<file path="config.mk">
export PLATFORM = sky130hd
export DESIGN_NAME = level_round_ctrl_flat
export DESIGN_NICKNAME = d
export VERILOG_FILES = /design/src/rtl/level_round_ctrl_if.sv /design/src/rtl/level_round_ctrl.sv /design/src/flat_wrapper.sv
export SDC_FILE = /design/constraint.sdc
export NUM_CORES = 1
export LEC_CHECK = 0
export ABC_AREA = 1
export CAP_MARGIN = 25
export CORE_ASPECT_RATIO = 0.6
export CORE_MARGIN = 1
export CORE_UTILIZATION = 54
export CTS_BUF_LIST = sky130_fd_sc_hd__clkbuf_4 sky130_fd_sc_hd__clkbuf_8
export CTS_CLUSTER_DIAMETER = 40
export CTS_CLUSTER_SIZE = 12
export DETAILED_ROUTE_END_ITERATION = 10
export PLACE_DENSITY = 0.78
export SLEW_MARGIN = 20
export SYNTH_ARGS = -nofsm -noshare
export SYNTH_HDL_FRONTEND = slang
export SYNTH_SLANG_ARGS = --single-unit
</file>
<file path="constraint.sdc">
create_clock -name clk -period 3.15 [get_ports clk]
set_clock_uncertainty 0.15 [all_clocks]
set_input_delay 0.4725 -clock clk [delete_from_list [all_inputs] [get_ports clk]]
set_output_delay 0.4725 -clock clk [all_outputs]
set_load 0.01 [all_outputs]
</file>
<file path="src/rtl/level_round_ctrl_if.sv">
// Handshake bundle between the game FSM and level_round_ctrl: round control
// pulses in, round status and display counters out.
interface level_round_ctrl_if;
    logic       start;
    logic       hit;
    logic       death;
    logic [2:0] level;
    logic       level_passed;
    logic       level_failed;
    logic       game_over;
    logic       playing;
    logic [2:0] lives;
    logic [7:0] time_left;
    logic [7:0] hits;

    modport master (
        output start, hit, death, level,
        input  level_passed, level_failed, game_over, playing, lives, time_left, hits
    );

    modport slave (
        input  start, hit, death, level,
        output level_passed, level_failed, game_over, playing, lives, time_left, hits
    );
endinterface

</file>
<file path="src/rtl/level_round_ctrl.sv">
// Single level attempt: get-ready countdown, timed play window, hit quota and lives.
// Optional macro BONUS_LIFE_EN: passing with at least half the play time left awards a life.
module level_round_ctrl #(
    parameter int TICK_DIV     = 50_000_000,
    parameter int ROUND_TIME   = 30,
    parameter int READY_TICKS  = 3,
    parameter int HITS_TO_PASS = 4,
    parameter int START_LIVES  = 3
) (
    input  logic             clk,
    input  logic             reset,
    level_round_ctrl_if.slave bus
);
    localparam int PW = (TICK_DIV > 1) ? $clog2(TICK_DIV) : 1;
    localparam int RW = (READY_TICKS > 0) ? $clog2(READY_TICKS + 1) : 1;
`ifdef BONUS_LIFE_EN
    localparam logic [7:0] HALF_TIME = 8'(ROUND_TIME / 2);
`endif

    typedef enum logic [2:0] {
        S_IDLE     = 3'd0,
        S_READY    = 3'd1,
        S_PLAY     = 3'd2,
        S_PASS     = 3'd3,
        S_FAIL     = 3'd4,
        S_GAMEOVER = 3'd5
    } state_t;

    state_t        r_state;
    logic [PW-1:0] r_presc;
    logic [RW-1:0] r_ready_cnt;
    logic [2:0]    r_lives;
    logic [7:0]    r_time_left;
    logic [7:0]    r_hits;
    logic          r_passed;
    logic          r_failed;
    logic          r_game_over;
    logic          r_playing;

    logic          w_tick;
    logic [7:0]    w_hits_nxt;
    logic [7:0]    w_time_nxt;
    logic [7:0]    w_quota;
    logic          w_quota_met;
    logic          w_timeout;

    // Tick generation plus the PLAY-cycle counter updates and exit conditions.
    always_comb begin
        w_tick = 1'b0;
        if ((r_state == S_READY || r_state == S_PLAY) && r_presc == PW'(TICK_DIV - 1)) begin
            w_tick = 1'b1;
        end else begin
            w_tick = 1'b0;
        end
        w_hits_nxt = r_hits;
        if (bus.hit && r_hits != 8'd255) begin
            w_hits_nxt = r_hits + 8'd1;
        end else begin
            w_hits_nxt = r_hits;
        end
        w_time_nxt = r_time_left;
        if (w_tick && r_time_left != 8'd0) begin
            w_time_nxt = r_time_left - 8'd1;
        end else begin
            w_time_nxt = r_time_left;
        end
        // Quota wraps in 8 bits by design; level is zero-extended.
        w_quota     = 8'(HITS_TO_PASS) + {5'd0, bus.level};
        w_quota_met = bus.hit && (w_hits_nxt >= w_quota);
        w_timeout   = w_tick && (r_time_left == 8'd1);
    end

    // Round sequencer with registered status outputs.
    always_ff @(posedge clk or negedge reset) begin
        if (!reset) begin
            r_state     <= S_IDLE;
            r_presc     <= '0;
            r_ready_cnt <= '0;
            r_lives     <= 3'(START_LIVES);
            r_time_left <= 8'(ROUND_TIME);
            r_hits      <= 8'd0;
            r_passed    <= 1'b0;
            r_failed    <= 1'b0;
            r_game_over <= 1'b0;
            r_playing   <= 1'b0;
        end else begin
            r_passed <= 1'b0;
            r_failed <= 1'b0;
            if (r_state == S_READY || r_state == S_PLAY) begin
                r_presc <= w_tick ? '0 : r_presc + PW'(1);
            end
            case (r_state)
                S_IDLE: begin
                    if (bus.start) begin
                        r_state     <= S_READY;
                        r_presc     <= '0;
                        r_ready_cnt <= RW'(READY_TICKS);
                        r_time_left <= 8'(ROUND_TIME);
                        r_hits      <= 8'd0;
                    end
                end
                S_READY: begin
                    if (w_tick) begin
                        r_ready_cnt <= r_ready_cnt - RW'(1);
                        if (r_ready_cnt == RW'(1)) begin
                            r_state   <= S_PLAY;
                            r_playing <= 1'b1;
                        end
                    end
                end
                S_PLAY: begin
                    r_hits      <= w_hits_nxt;
                    r_time_left <= w_time_nxt;
                    if (bus.death || (!w_quota_met && w_timeout)) begin
                        r_state   <= S_FAIL;
                        r_playing <= 1'b0;
                        r_failed  <= 1'b1;
                        r_lives   <= (r_lives != 3'd0) ? r_lives - 3'd1 : 3'd0;
                    end else if (w_quota_met) begin
                        r_state   <= S_PASS;
                        r_playing <= 1'b0;
                        r_passed  <= 1'b1;
`ifdef BONUS_LIFE_EN
                        if (w_time_nxt >= HALF_TIME && r_lives != 3'd7) begin
                            r_lives <= r_lives + 3'd1;
                        end
`endif
                    end
                end
                S_PASS: begin
                    r_state <= S_IDLE;
                end
                S_FAIL: begin
                    // Lives were already decremented on entry, so zero means the last life went.
                    if (r_lives == 3'd0) begin
                        r_state     <= S_GAMEOVER;
                        r_game_over <= 1'b1;
                    end else begin
                        r_state <= S_IDLE;
                    end
                end
                S_GAMEOVER: begin
                    r_lives <= 3'd0;
                    if (bus.start) begin
                        r_state     <= S_READY;
                        r_game_over <= 1'b0;
                        r_lives     <= 3'(START_LIVES);
                        r_presc     <= '0;
                        r_ready_cnt <= RW'(READY_TICKS);
                        r_time_left <= 8'(ROUND_TIME);
                        r_hits      <= 8'd0;
                    end
                end
                default: begin
                    r_state   <= S_IDLE;
                    r_playing <= 1'b0;
                end
            endcase
        end
    end

    assign bus.level_passed = r_passed;
    assign bus.level_failed = r_failed;
    assign bus.game_over    = r_game_over;
    assign bus.playing      = r_playing;
    assign bus.lives        = r_lives;
    assign bus.time_left    = r_time_left;
    assign bus.hits         = r_hits;
endmodule

</file>
<file path="src/flat_wrapper.sv">
// flat-port wrapper written by rule: the top's interface ports become plain ports
module level_round_ctrl_flat 
#(
    parameter int TICK_DIV     = 50_000_000,
    parameter int ROUND_TIME   = 30,
    parameter int READY_TICKS  = 3,
    parameter int HITS_TO_PASS = 4,
    parameter int START_LIVES  = 3
)
  (clk, reset, bus_start, bus_hit, bus_death, bus_level, bus_level_passed, bus_level_failed, bus_game_over, bus_playing, bus_lives, bus_time_left, bus_hits);
  level_round_ctrl_if bus_i ();
  input  logic clk;
  input  logic reset;
  input wire logic [$bits(bus_i.start)-1:0] bus_start;
  input wire logic [$bits(bus_i.hit)-1:0] bus_hit;
  input wire logic [$bits(bus_i.death)-1:0] bus_death;
  input wire logic [$bits(bus_i.level)-1:0] bus_level;
  output wire logic [$bits(bus_i.level_passed)-1:0] bus_level_passed;
  output wire logic [$bits(bus_i.level_failed)-1:0] bus_level_failed;
  output wire logic [$bits(bus_i.game_over)-1:0] bus_game_over;
  output wire logic [$bits(bus_i.playing)-1:0] bus_playing;
  output wire logic [$bits(bus_i.lives)-1:0] bus_lives;
  output wire logic [$bits(bus_i.time_left)-1:0] bus_time_left;
  output wire logic [$bits(bus_i.hits)-1:0] bus_hits;
  assign bus_i.start = bus_start;
  assign bus_i.hit = bus_hit;
  assign bus_i.death = bus_death;
  assign bus_i.level = bus_level;
  assign bus_level_passed = bus_i.level_passed;
  assign bus_level_failed = bus_i.level_failed;
  assign bus_game_over = bus_i.game_over;
  assign bus_playing = bus_i.playing;
  assign bus_lives = bus_i.lives;
  assign bus_time_left = bus_i.time_left;
  assign bus_hits = bus_i.hits;
  level_round_ctrl #(.TICK_DIV(TICK_DIV), .ROUND_TIME(ROUND_TIME), .READY_TICKS(READY_TICKS), .HITS_TO_PASS(HITS_TO_PASS), .START_LIVES(START_LIVES)) u_core (.clk(clk), .reset(reset), .bus(bus_i));
endmodule
</file>
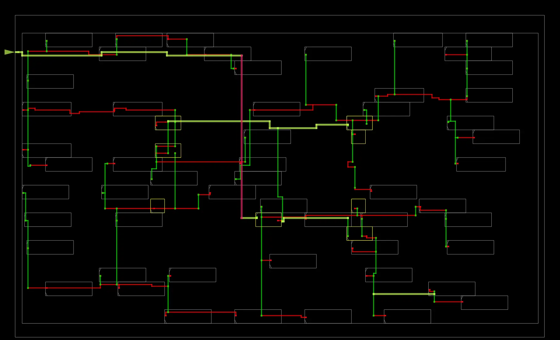
*Clock wiring as the flow saved it*
Worst-Skew Late Latency: 0.31 ns
Power Clock: 412 uW
CTS sink cnt: 54

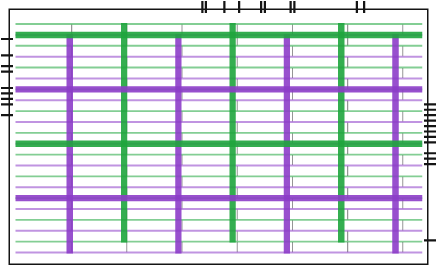
*Power grid*
Scale: 4 px per um. Pins as bars on the die edge. Tap cells in gray.
VDD -> green
VSS -> purple
signal pins = 31
met1 rails = 22
met4 straps = 7
met5 straps = 4
tap cells = 80
die height: 63.4 um
Core Region: 5810 um2
Worst VDD drop: 0.486 mV
Die X: 104 um

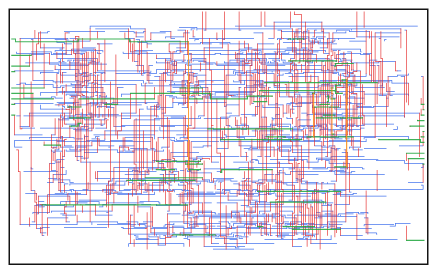
*Wiring by layer*
Scale: 4 px per um.
metal 1 -> blue  # wire length 4160 um
metal 3 -> green  # wire length 532 um
metal 4 -> orange  # wire length 76.2 um
metal 2 -> red  # wire length 3500 um
GRT Util Overall: 0.261
total number of vias: 3076
Total Wirelength: 8270 um

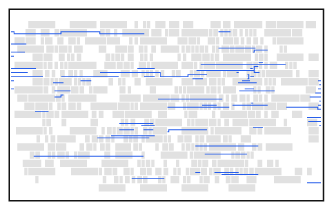
*Met3 routing*
Scale: 3 px per um. Cells faint in the background.
share of all routed wire = 6.4%
main direction = horizontal
wire length on this layer = 532 um
nets with wire on the layer = 59
longest straight run = 36.3 um

==> results.json <==
{
  "bufAreaShareNonClock": 0.0885,
  "antenna_found_initial": 0,
  "busiest_layer": "met1",
  "design_area_um2": 4020,
  "num-nonclk-inverters": 70,
  "fin_hold_ws_ns": 0.126,
  "finalWorstSetupSlack_ns": 0.123,
  "logic_family": "simple AND/OR/NAND/NOR gates",
  "syn_inst": 433,
  "flop_area_um2": 1360,
  "dpl_cell_area_um2": 3780,
  "p_int_uw": 1400,
  "finalCriticalPeriod_ns": 3.03,
  "place_inst": 543,
  "mi_logic_area_um2": 1830,
  "comb_cell_power_uw": 1040,
  "crit_path_max_fanout": 5,
  "fin_crit_sh": 0.961,
  "synth.cellmix.compoundShare": 0.121,
  "layoutNonFillerInstCount": 555,
  "adder_share": 0.0332,
  "met3_length_um": 531,
  "status": "finished, final reports clean",
  "grt_setup_unrepaired": "yes",
  "n_tap_cell": 80,
  "cts_root_buffer": "clkbuf_8",
  "synth_nets": 450,
  "clock_buffers": 8,
  "pre_cts_ws_ns": 0.0415,
  "fmax_ghz": 0.330,
  "rows": 21,
  "ys_ff": 54,
  "io_pins": 31,
  "p_leak_uw": 0.00189,
  "cts_tree": "yes",
  "globalplace.congestion": 0.857,
  "wl_per_cell_um": 14.9,
  "comb_cells": 305
}
==> path summary, 6_finish.rpt <==
path	from	to	slack [ns]	cells past startpoint
worst max-delay path	u_core.bus.hits[1]$_DFFE_PN0P_	u_core.r_state[1]$_DFFE_PN0P_	0.12	22
worst min-delay path	reset	u_core.r_presc[20]$_DFF_PN0_	0.13	2
worst max register to register	u_core.bus.hits[1]$_DFFE_PN0P_	u_core.r_state[1]$_DFFE_PN0P_	0.12	22
worst min register to register	u_core.bus.game_over$_DFFE_PN0P_	u_core.bus.game_over$_DFFE_PN0P_	0.33	2
max in group asynchronous	reset	u_core.bus.hits[3]$_DFFE_PN0P_	2.23	2
min in group clk	u_core.bus.game_over$_DFFE_PN0P_	u_core.bus.game_over$_DFFE_PN0P_	0.33	2
==> synth_stat cells, drive strengths merged <==
cell type / n / area share
nand2: 96 / 0.12
o31ai: 3 / 0.0066
o21ai: 25 / 0.038
xor2: 8 / 0.021
nor4: 2 / 0.0037
a311oi: 1 / 0.0044
nand4: 12 / 0.022
dfrtp: 48 / 0.35
nand3: 33 / 0.061
o21a: 5 / 0.011
nor3: 18 / 0.041
a22o: 1 / 0.0026
ha: 9 / 0.033
inv: 68 / 0.076
a21oi: 19 / 0.028
dfstp: 6 / 0.047
a31oi: 3 / 0.0055
o22ai: 5 / 0.0092
a2bb2oi: 1 / 0.0026
clkinv: 2 / 0.0041
buf: 4 / 0.0085
nand3b: 3 / 0.0066
o211ai: 3 / 0.0066
or2: 1 / 0.0018
a21boi: 1 / 0.0022
a211oi: 2 / 0.0044
and2: 1 / 0.0018
nor2: 53 / 0.074
==> what timing repair did <==
| item | CTS | global route |
|---|---|---|
| setup endpoints to repair | 0 | 8 |
| resized | 0 | 24 |
| buffers inserted | 0 | 4 |
| hold endpoints to repair | 0 | 0 |
Power is estimated from default activity; no workload was simulated.
